## config.mk

```make
export PLATFORM = sky130hd
export DESIGN_NAME = rf_dump_reader
export DESIGN_NICKNAME = d
export VERILOG_FILES = /design/src/rtl/rf_dump_reader.sv
export SDC_FILE = /design/constraint.sdc
export NUM_CORES = 1
export LEC_CHECK = 0
export ABC_AREA = 1
export CORE_UTILIZATION = 25
export CTS_CLUSTER_DIAMETER = 30
export DETAILED_ROUTE_END_ITERATION = 6
export PLACE_DENSITY = 0.54
export SETUP_SLACK_MARGIN = 0.05
export SLEW_MARGIN = 20
export SYNTH_ARGS = -nofsm -noshare
export SYNTH_HDL_FRONTEND = slang
export SYNTH_SLANG_ARGS = --single-unit
export TNS_END_PERCENT = 5
```

## constraint.sdc

```tcl
create_clock -name clk -period 3.21 [get_ports clk]
set_input_delay 0.642 -clock clk [delete_from_list [all_inputs] [get_ports clk]]
set_output_delay 0.642 -clock clk [all_outputs]
set_load 0.02 [all_outputs]
```

## src/rtl/rf_dump_reader.sv

```systemverilog
// Register-file dump master: walks FIRST_REG..LAST_REG two registers per fetch and streams beats.
// Define RF_DUMP_DISPLAY_EN to print every accepted beat and the end of the dump in simulation.
module rf_dump_reader #(
    parameter int FIRST_REG = 0,
    parameter int LAST_REG  = 31
) (
    input  logic        clk,
    input  logic        reset,
    input  logic        dump_start,
    output logic        busy,
    output logic [4:0]  rs_addr,
    output logic [4:0]  rt_addr,
    input  logic [31:0] rs_data,
    input  logic [31:0] rt_data,
    output logic        out_valid,
    input  logic        out_ready,
    output logic [4:0]  out_reg,
    output logic [31:0] out_data,
    output logic        out_last,
    output logic        done
);

    localparam logic [4:0] FIRST = 5'(FIRST_REG);
    localparam logic [4:0] LAST  = 5'(LAST_REG);

    typedef enum logic [2:0] {
        S_IDLE,
        S_FETCH,
        S_SEND_A,
        S_SEND_B,
        S_DONE
    } state_e;

    state_e      state_q, state_d;
    logic [4:0]  ptr_q, ptr_d;
    logic [31:0] a_q, a_d;
    logic [31:0] b_q, b_d;
    logic [4:0]  ptr_nxt;

    // Partner register of the pair; wraps 31 -> 0, which only matters for a discarded B capture.
    assign ptr_nxt = ptr_q + 5'd1;

    // NOTE: state registers use non-blocking assignments so every flop samples pre-edge values.
    always_ff @(posedge clk) begin
        if (reset) begin
            state_q <= S_IDLE;
            ptr_q   <= FIRST;
            a_q     <= '0;
            b_q     <= '0;
        end else begin
            state_q <= state_d;
            ptr_q   <= ptr_d;
            a_q     <= a_d;
            b_q     <= b_d;
        end
    end

    // NOTE: every output and next-state value gets a default first so no latch is inferred.
    always_comb begin
        state_d   = state_q;
        ptr_d     = ptr_q;
        a_d       = a_q;
        b_d       = b_q;
        busy      = 1'b0;
        rs_addr   = '0;
        rt_addr   = '0;
        out_valid = 1'b0;
        out_reg   = '0;
        out_data  = '0;
        out_last  = 1'b0;
        done      = 1'b0;

        unique case (state_q)
            S_IDLE: begin
                if (dump_start) begin
                    state_d = S_FETCH;
                    ptr_d   = FIRST;
                end
            end
            S_FETCH: begin
                busy    = 1'b1;
                rs_addr = ptr_q;
                rt_addr = ptr_nxt;
                // Both read ports are captured on the same edge: the pair is a coherent snapshot.
                a_d     = rs_data;
                b_d     = rt_data;
                state_d = S_SEND_A;
            end
            S_SEND_A: begin
                busy      = 1'b1;
                out_valid = 1'b1;
                out_reg   = ptr_q;
                out_data  = a_q;
                out_last  = (ptr_q == LAST);
                if (out_ready) begin
                    state_d = (ptr_q == LAST) ? S_DONE : S_SEND_B;
                end
            end
            S_SEND_B: begin
                busy      = 1'b1;
                out_valid = 1'b1;
                out_reg   = ptr_nxt;
                out_data  = b_q;
                out_last  = (ptr_nxt == LAST);
                if (out_ready) begin
                    if (ptr_nxt == LAST) begin
                        state_d = S_DONE;
                    end else begin
                        ptr_d   = ptr_q + 5'd2;
                        state_d = S_FETCH;
                    end
                end
            end
            S_DONE: begin
                done    = 1'b1;
                state_d = S_IDLE;
            end
            default: begin
                state_d = S_IDLE;
            end
        endcase
    end

`ifdef RF_DUMP_DISPLAY_EN
    always_ff @(posedge clk) begin
        if (!reset) begin
            if (out_valid && out_ready) begin
                $display("dump $%d = %h", out_reg, out_data);
            end
            if (done) begin
                $display("dump end");
            end
        end
    end
`else
    // Silent build: no simulation output logic.
`endif

endmodule

```

### Track usage over the die, run 1

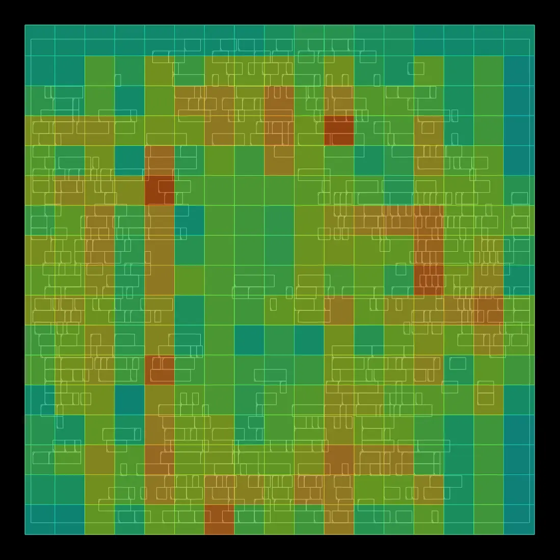
GRT met2 Usage: 19.38%
met1 routing resource usage after global routing: 17.02%

### Gate-type map, run 1

(4 px per µm)
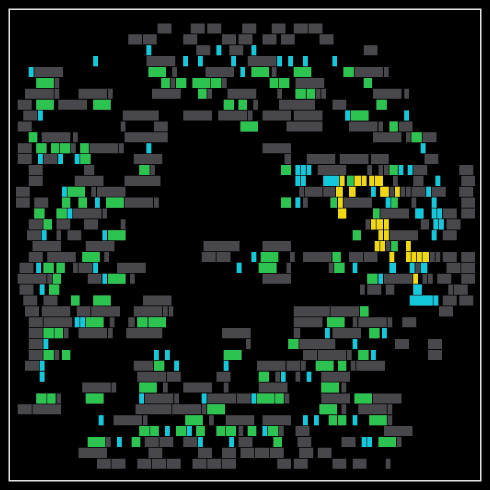
NOR gates -> cyan  # cells 90, most used nor2_1, where all over the die
inverting AOI/OAI gates -> green  # cells 104, where all over the die
NAND gates -> yellow  # cells 25, most used nand2_1, where east

### Wiring by layer, run 1

(3 px per µm) Only two layers are drawn.
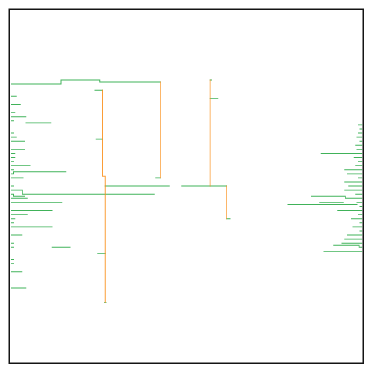
met4 -> orange  # wire length 150 µm
met3 -> green  # wire length 461 µm

### M1 wires, run 1

(3 px per µm) Supply wires on this layer in grey.
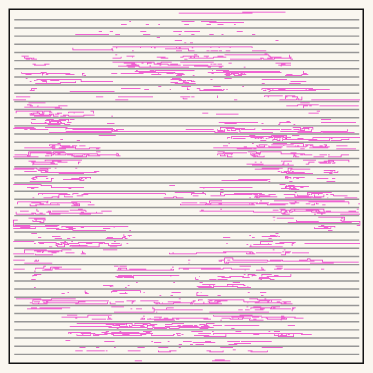
longest straight run = 49.7 µm
main direction = horizontal
nets with wire on the layer = 523
share of all routed wire = 49%

==> run 1: power breakdown <==
group | switching (mW) | internal, mW
Sequential | 0.0793 | 1.13
Clock | 0.361 | 0.619
Combinational | 0.698 | 0.461
Total | 1.14 | 2.21
==> run 1: routing by layer <==
metal,GRT usage [%],vias up,wire (µm)
met3,2.907,12,461
met5,0,-,0
met1,17.02,1353,4266
met2,19.38,83,3807
li1,-,1535,-
met4,6.010,0,149
==> run 1: critical path: stages, from the launching register on <==
cell,delay [ns]
sky130_fd_sc_hd__dfxtp_1,0.44
sky130_fd_sc_hd__nand2_1,0.17
sky130_fd_sc_hd__nor2_2,0.17
sky130_fd_sc_hd__inv_2,0.13
sky130_fd_sc_hd__buf_12,0.19
sky130_fd_sc_hd__o22ai_1,0.17
sky130_fd_sc_hd__clkdlybuf4s50_1,0.65
==> run 1: cells in the final DEF (no fill, tap or decap) <==
master,count
sky130_fd_sc_hd__a211oi_1,31
sky130_fd_sc_hd__a211oi_2,33
sky130_fd_sc_hd__a21oi_1,5
sky130_fd_sc_hd__buf_12,1
sky130_fd_sc_hd__buf_4,2
sky130_fd_sc_hd__bufinv_16,1
sky130_fd_sc_hd__clkbuf_1,2
sky130_fd_sc_hd__clkbuf_16,9
sky130_fd_sc_hd__clkbuf_8,1
sky130_fd_sc_hd__clkdlybuf4s50_1,116
sky130_fd_sc_hd__clkinv_2,3
sky130_fd_sc_hd__conb_1,2
sky130_fd_sc_hd__dfxtp_1,71
sky130_fd_sc_hd__ha_1,2
sky130_fd_sc_hd__inv_1,79
sky130_fd_sc_hd__inv_2,2
sky130_fd_sc_hd__inv_4,2
sky130_fd_sc_hd__nand2_1,17
sky130_fd_sc_hd__nand2_2,1
sky130_fd_sc_hd__nand3_1,5
sky130_fd_sc_hd__nand4_1,2
sky130_fd_sc_hd__nor2_1,84
sky130_fd_sc_hd__nor2_2,2
sky130_fd_sc_hd__nor2_4,1
sky130_fd_sc_hd__nor3_1,2
sky130_fd_sc_hd__nor3_4,1
sky130_fd_sc_hd__o21bai_1,2
sky130_fd_sc_hd__o22ai_1,33
sky130_fd_sc_hd__xnor2_1,1
==> run 1: cell families after synthesis <==
kind of cell	Yosys count
adder cells (fa/ha/maj)	2
buffers and inverters	114
flip-flops	71
AND-OR/OR-AND	104
XOR/XNOR	1
AND/OR/NAND/NOR	115
other	1
==> run 1: through the flow <==
stage	power [mW]	utilization [%]
after floorplan	2.077	-
after global placement	2.369	35.48
after detailed placement	2.390	35.48
after CTS	3.392	37.76
after global routing	3.572	37.80
final	3.344	37.80
==> run 1: worst paths after layout <==
path                                 from                 endpoint  slack (ns)
setup / recovery  state_q[1]$_SDFFE_PP0P_              out_data[3]        0.31
hold / removal        a_q[7]$_SDFFE_PP0P_      a_q[7]$_SDFFE_PP0P_        0.46
setup reg to reg  state_q[1]$_SDFFE_PP0P_  state_q[1]$_SDFFE_PP0P_        0.96
hold reg to reg       a_q[7]$_SDFFE_PP0P_      a_q[7]$_SDFFE_PP0P_        0.46
==> run 1: state kept, by name, indices dropped and copies added, names as in the netlist <==
signal and count:
state_q 3, a_q 32, b_q 32, ptr_q 4
==> reports/qor.tcl, run 1 <==
set qor(status) {finished clean}
set qor(top_logic_kind) {AND-OR/OR-AND gates}
set qor(power-per-cell-area_mw_per_mm2) 690.0
set qor(nWellTaps) 172
set qor(seqCellArea_mm2) 0.001421
set qor(routedWlPerCell_um) 12.68
set qor(worst_hold_slack_ns) 0.4633
set qor(post-cts-setup-buffer-count) 0
set qor(final.setup_skew_ns) 0.004274
set qor(share_of_flip_flops_with_an_asynchronous_set_or_reset_after_synthesis_pct) 0
set qor(yosys-top-cells-count) {sky130_fd_sc_hd__nor2_1, sky130_fd_sc_hd__inv_1, sky130_fd_sc_hd__dfxtp_1}
set qor(placed_area_mm2) 0.004551
set qor(routabilityCongestion) 0.7739
set qor(clock_sink_count) 71
set qor(clk_latency_ns) 0.33
set qor(timing.slew.headroom_pct) 32.62
set qor(grt_pass1_vias) 2862
set qor(synthesis.area_per_instance_um2) 8.176
set qor(totalWireLength_mm) 8.685
set qor(worst_hold_path.num_cells) 2
set qor(final.signal_buffer_count) 119
set qor(peakVddDrop_mv) 0.3915
set qor(first_pass_iters) 4
set qor(period_utilization_post_route_pct) 90.47
set qor(max-cap-violations) 0
set qor(max_slew.worst_pin.slew_ns) 1.011
set qor(clock_buffer_count) 12
set qor(num_io_pins) 119
set qor(layout.sequential_cells) 71
set qor(synth-edff-count) 0
set qor(synth_top_flop_cell) {sky130_fd_sc_hd__dfxtp_1}
set qor(cts_buffers) 9
set qor(remaining_routing_drc_violations) 0
set qor(rr_worst_depth) 6
set qor(rsz_0062_raised_after_global_routing) {false}
set qor(top_area_share_pct) 42.61
set qor(worst_min_path_class) {reg -> reg}
set qor(inv_count) 83
set qor(setup_slack_ns) 0.3059
set qor(finalHoldViolCount) 0
set qor(worst_setup_path_start_kind) {flop}
set qor(worst_ep_required_time_ns) 2.57
set qor(via_count) 2983
set qor(n_multi_input_combinational_cell) 224
set qor(die_width_um) 117.5
set qor(dr.first_iter.drc_count) 139
set qor(warning_count) 26
set qor(cts.root.buffer_cell) {sky130_fd_sc_hd__clkbuf_16}
set qor(dp_hpwl_mm) 5.845
set qor(yosys_warnings) 0
set qor(critical_path_arrival_ns) 2.26
set qor(finish.instance_area_mm2) 0.004847
set qor(cts_hold_buf) 0
set qor(post_synth_inst_count) 408
set qor(timing_max_transition_violations_final) 0
set qor(grt_start_max_net_pins) 94
set qor(comb_share_pct) 29.01
set qor(timing.setup.tns_ns) 0
set qor(seq_area_share_pct) 29.32
set qor(globalRoute.totalOverflow) 0
set qor(cell_count_listed_in_synth_stat_txt) 408
set qor(yosys.area_share.simple_pct) 14.10
set qor(antenna_found_initial) 0
set qor(vias_per_cell) 4.355
set qor(cts_tree) {done}
set qor(final.fill_count) 1351
set qor(ys_top_cells_by_area) {sky130_fd_sc_hd__dfxtp_1, sky130_fd_sc_hd__a211oi_2, sky130_fd_sc_hd__nor2_1}
### Zoomed window, run 1

Window x 44 to 74, y 67 to 97 µm. Cells in grey, sequential cells in the stronger grey; small squares are vias.
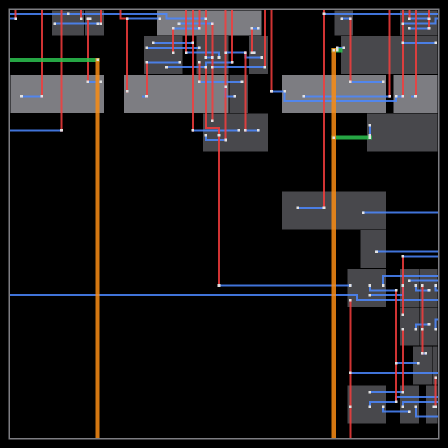

--- run 2 (diff from run 1) ---
CTS_CLUSTER_SIZE = 14   (was not set)
PLACE_DENSITY = not set   (was 0.54)
PLACE_DENSITY_LB_ADDON = 0.1   (was not set)
### Zoomed window, run 2

Window x 44 to 74, y 67 to 97 µm. Cells in grey, sequential cells in the stronger grey; small squares are vias.
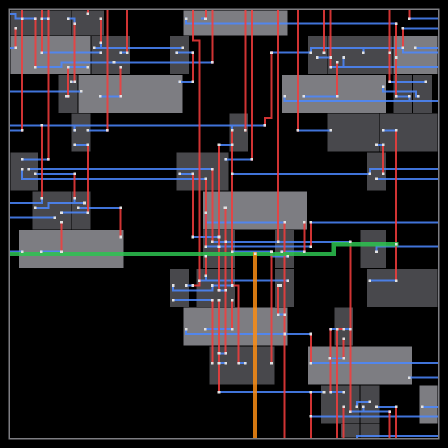
met3 -> green
met4 -> orange
met2 -> red
met1 -> blue
netlist names of flops here include = `a_q` (4), `b_q` (3)
most frequent = dfxtp_1 (8), nor2_1 (7), inv_1 (6)
cells with their middle in the window = 36
sequential cells in the window = 8

==> run 2 against run 1 <==
Compared with the run above: global-route usage hardly changed; worst hold slack better by 0.0014 ns; clock-buffer cell count fell by 1; flip-flop count is the same; combinational power about the same; total power fell by 3.8%; highest routed layer unchanged; register-to-register slack improved by 0.03 ns; critical path depth rose by 1; sequential power about the same; worst setup slack got worse by 0.11 ns; non-clock buffer count stayed put.
==> reports/qor.tcl, run 2 <==
set qor(worst_r2r_endpoint) {b_q[6]$_SDFFE_PP0P_}
set qor(peakVddDrop_mv) 0.2157
set qor(timing.critical_path.slowest_stage_cell) {sky130_fd_sc_hd__clkdlybuf4s50_1}
set qor(grt_pass1_vias) 2925
set qor(rr_worst_depth) 5
set qor(worst_min_path_class) {reg -> reg}
set qor(final.fill_count) 1370
set qor(power.share.switching_pct) 34.90
set qor(period_utilization_post_route_pct) 94.03
set qor(wirelength_met1_mm) 4.004
set qor(final_layout_top_logic_cell) {sky130_fd_sc_hd__clkdlybuf4s50_1}
set qor(synth-edff-count) 0
set qor(clk_latency_ns) 0.32
set qor(wl_met3_um) 446
set qor(synth_top_flop_cell) {sky130_fd_sc_hd__dfxtp_1}
set qor(timing.hold.worst_endpoint) {a_q[5]$_SDFFE_PP0P_}
set qor(status) {finished clean}
set qor(post_synth_inst_count) 408
set qor(cts_hold_buf) 0
set qor(postLayoutCoreUtil_pct) 37.41
set qor(grt_start_max_net_pins) 84
set qor(max_slew.worst_pin.slew_ns) 0.9987
set qor(warning_count) 26
set qor(clock_sink_count) 71
set qor(kind_of_cell_with_the_highest_combined_delay_on_the_critical_path) {buffers and inverters}
set qor(timing.slew.headroom_pct) 33.42
set qor(reg2reg_slack_ns) 0.99
set qor(power_report.internal_total_mw) 2.094
set qor(timing.setup.tns_ns) 0
set qor(worstReg2RegStart) {state_q[2]$_SDFFE_PP0P_}
set qor(ys_chip_area_mm2) 0.003336
set qor(crit_path_cell_trace) {inv_1 -> nand2_1 -> nor2_1 -> inv_1 -> buf_4 -> o22ai_1 -> clkdlybuf4s50_1}
set qor(final.setup_skew_ns) 0.003535
set qor(post-cts-setup-buffer-count) 0
set qor(worst_hold_slack_ns) 0.4647
set qor(clockBufferDepth) 2
set qor(ys_top_cells_by_area) {sky130_fd_sc_hd__dfxtp_1, sky130_fd_sc_hd__a211oi_2, sky130_fd_sc_hd__nor2_1}
set qor(dr.first_iter.drc_count) 130
set qor(cts_tree) {done}
set qor(cell_count_listed_in_synth_stat_txt) 408
set qor(power.switching_mw) 1.123
set qor(share_of_flip_flops_with_an_asynchronous_set_or_reset_after_synthesis_pct) 0
set qor(setup_slack_ns) 0.1917
set qor(antenna_found_initial) 0
set qor(dp_hpwl_mm) 5.670
set qor(finalHoldViolCount) 0
set qor(num_io_pins) 119
set qor(totalWireLength_mm) 8.625
set qor(uppermost_routed_layer) {met4}
set qor(critical_path.startpoint) {state_q[2]$_SDFFE_PP0P_}
set qor(top_area_share_pct) 42.61
set qor(worst_hold_path.num_cells) 2
set qor(power-per-cell-area_mw_per_mm2) 670.4
set qor(crit_top_cell) {sky130_fd_sc_hd__inv_1}
set qor(sequential_share_of_power_pct) 37.6
set qor(comb_power_share_pct) 35.4
set qor(cts.root.buffer_cell) {sky130_fd_sc_hd__clkbuf_16}
set qor(flow.area_growth_from_synthesis_pct) 43.85
set qor(pwr-share-clk_pct) 27.0
set qor(vias_per_cell) 4.302
set qor(routabilityCongestion) 0.7654
set qor(rsz_0062_raised_after_global_routing) {false}
set qor(cts_buffers) 9
set qor(first_pass_iters) 5
set qor(die_width_um) 117.5
set qor(most-common-layout-cells) {sky130_fd_sc_hd__clkdlybuf4s50_1, sky130_fd_sc_hd__nor2_1, sky130_fd_sc_hd__inv_1}
set qor(remaining_routing_drc_violations) 0
set qor(critPathMaxStageDelay_ns) 0.64
set qor(yosys-top-cells-count) {sky130_fd_sc_hd__nor2_1, sky130_fd_sc_hd__inv_1, sky130_fd_sc_hd__dfxtp_1}
set qor(met2RoutedLength_mm) 4.098
set qor(timing_max_transition_violations_final) 0
set qor(globalRoute.totalOverflow) 0
set qor(worstPathBufferInverterCount) 4
set qor(hold_path.startpoint) {a_q[5]$_SDFFE_PP0P_}
set qor(initCoreUtil_pct) 26.01
set qor(max-cap-violations) 0
set qor(reg.largest.list) {a_q x32, b_q x32, ptr_q x4}
set qor(via_count) 2947
set qor(critical_path_arrival_ns) 2.38
run 2: layout make-up:
type | count | area [µm²] | share of cell area (%)
clock buffer | 11 | 232.7 | 4.850
clock inverter | 5 | 25.02 | 0.5215
inverter | 83 | 316.6 | 6.597
multi-input combinational | 224 | 1404 | 29.26
sequential | 71 | 1421 | 29.62
tap | 172 | 215.2 | 4.485
timing repair buffer | 119 | 1184 | 24.67
run 2: metrics by stage:
stage / total power, mW / cell area (µm²) / cells
final: 3.217 / 4798 / 685
after global routing: 3.451 / 4798 / 685
after CTS: 3.271 / 4796 / 685
after detailed placement: 2.379 / 4538 / 669
after global placement: 2.365 / 4538 / 669
after floorplan: 2.077 / 3339 / 409
run 2: kinds of logic (layout without fill, tap and decap cells):
logic type,after synthesis,count (layout),synth area share (%)
other,1,2,0.1124
DFF,71,71,42.61
xor gates and xnor gates,1,1,0.2626
buffers and inverters,114,218,15.42
AOI/OAI and AO/OA,104,104,26.74
adders and majority gates,2,2,0.7501
and+or+nand+nor,115,115,14.10
run 2: worst min-delay path, delay by kind of cell (launching register included):
kind | cells | cell delay, ns
DFF | 1 | 0.29
buffers and inverters | 1 | 0.06
AOI/OAI and AO/OA | 1 | 0.06
run 2: power by group through the flow:
stage          clock network [mW]  logic [mW]  registers (mW)
2_1_floorplan                   0       0.872            1.21
3_3_place_gp                    0        1.14            1.22
3_5_place_dp                    0        1.15            1.23
4_1_cts                     0.903        1.16            1.21
5_1_grt                     0.947        1.27            1.23
6_report                    0.869        1.14            1.21
run 2: routing by layer:
| metal | vias up | GRT usage (%) |
|---|---|---|
| li1 | 1538 | - |
| met1 | 1331 | 15.91 |
| met4 | 0 | 4.808 |
| met3 | 4 | 3.149 |
| met2 | 74 | 21.01 |
| met5 | - | 0 |
run 2: worst max path at each step:
stage	end	slack, ns	cells past startpoint
2_1_floorplan	rt_addr[1]	0.92	7
3_3_place_gp	out_last	0.58	6
3_5_place_dp	out_last	0.53	7
4_1_cts	out_last	0.17	7
5_1_grt	out_data[31]	0.08	6
6_report	out_data[30]	0.19	7
Power figures rest on the tool's default switching activity, not on a simulated workload.
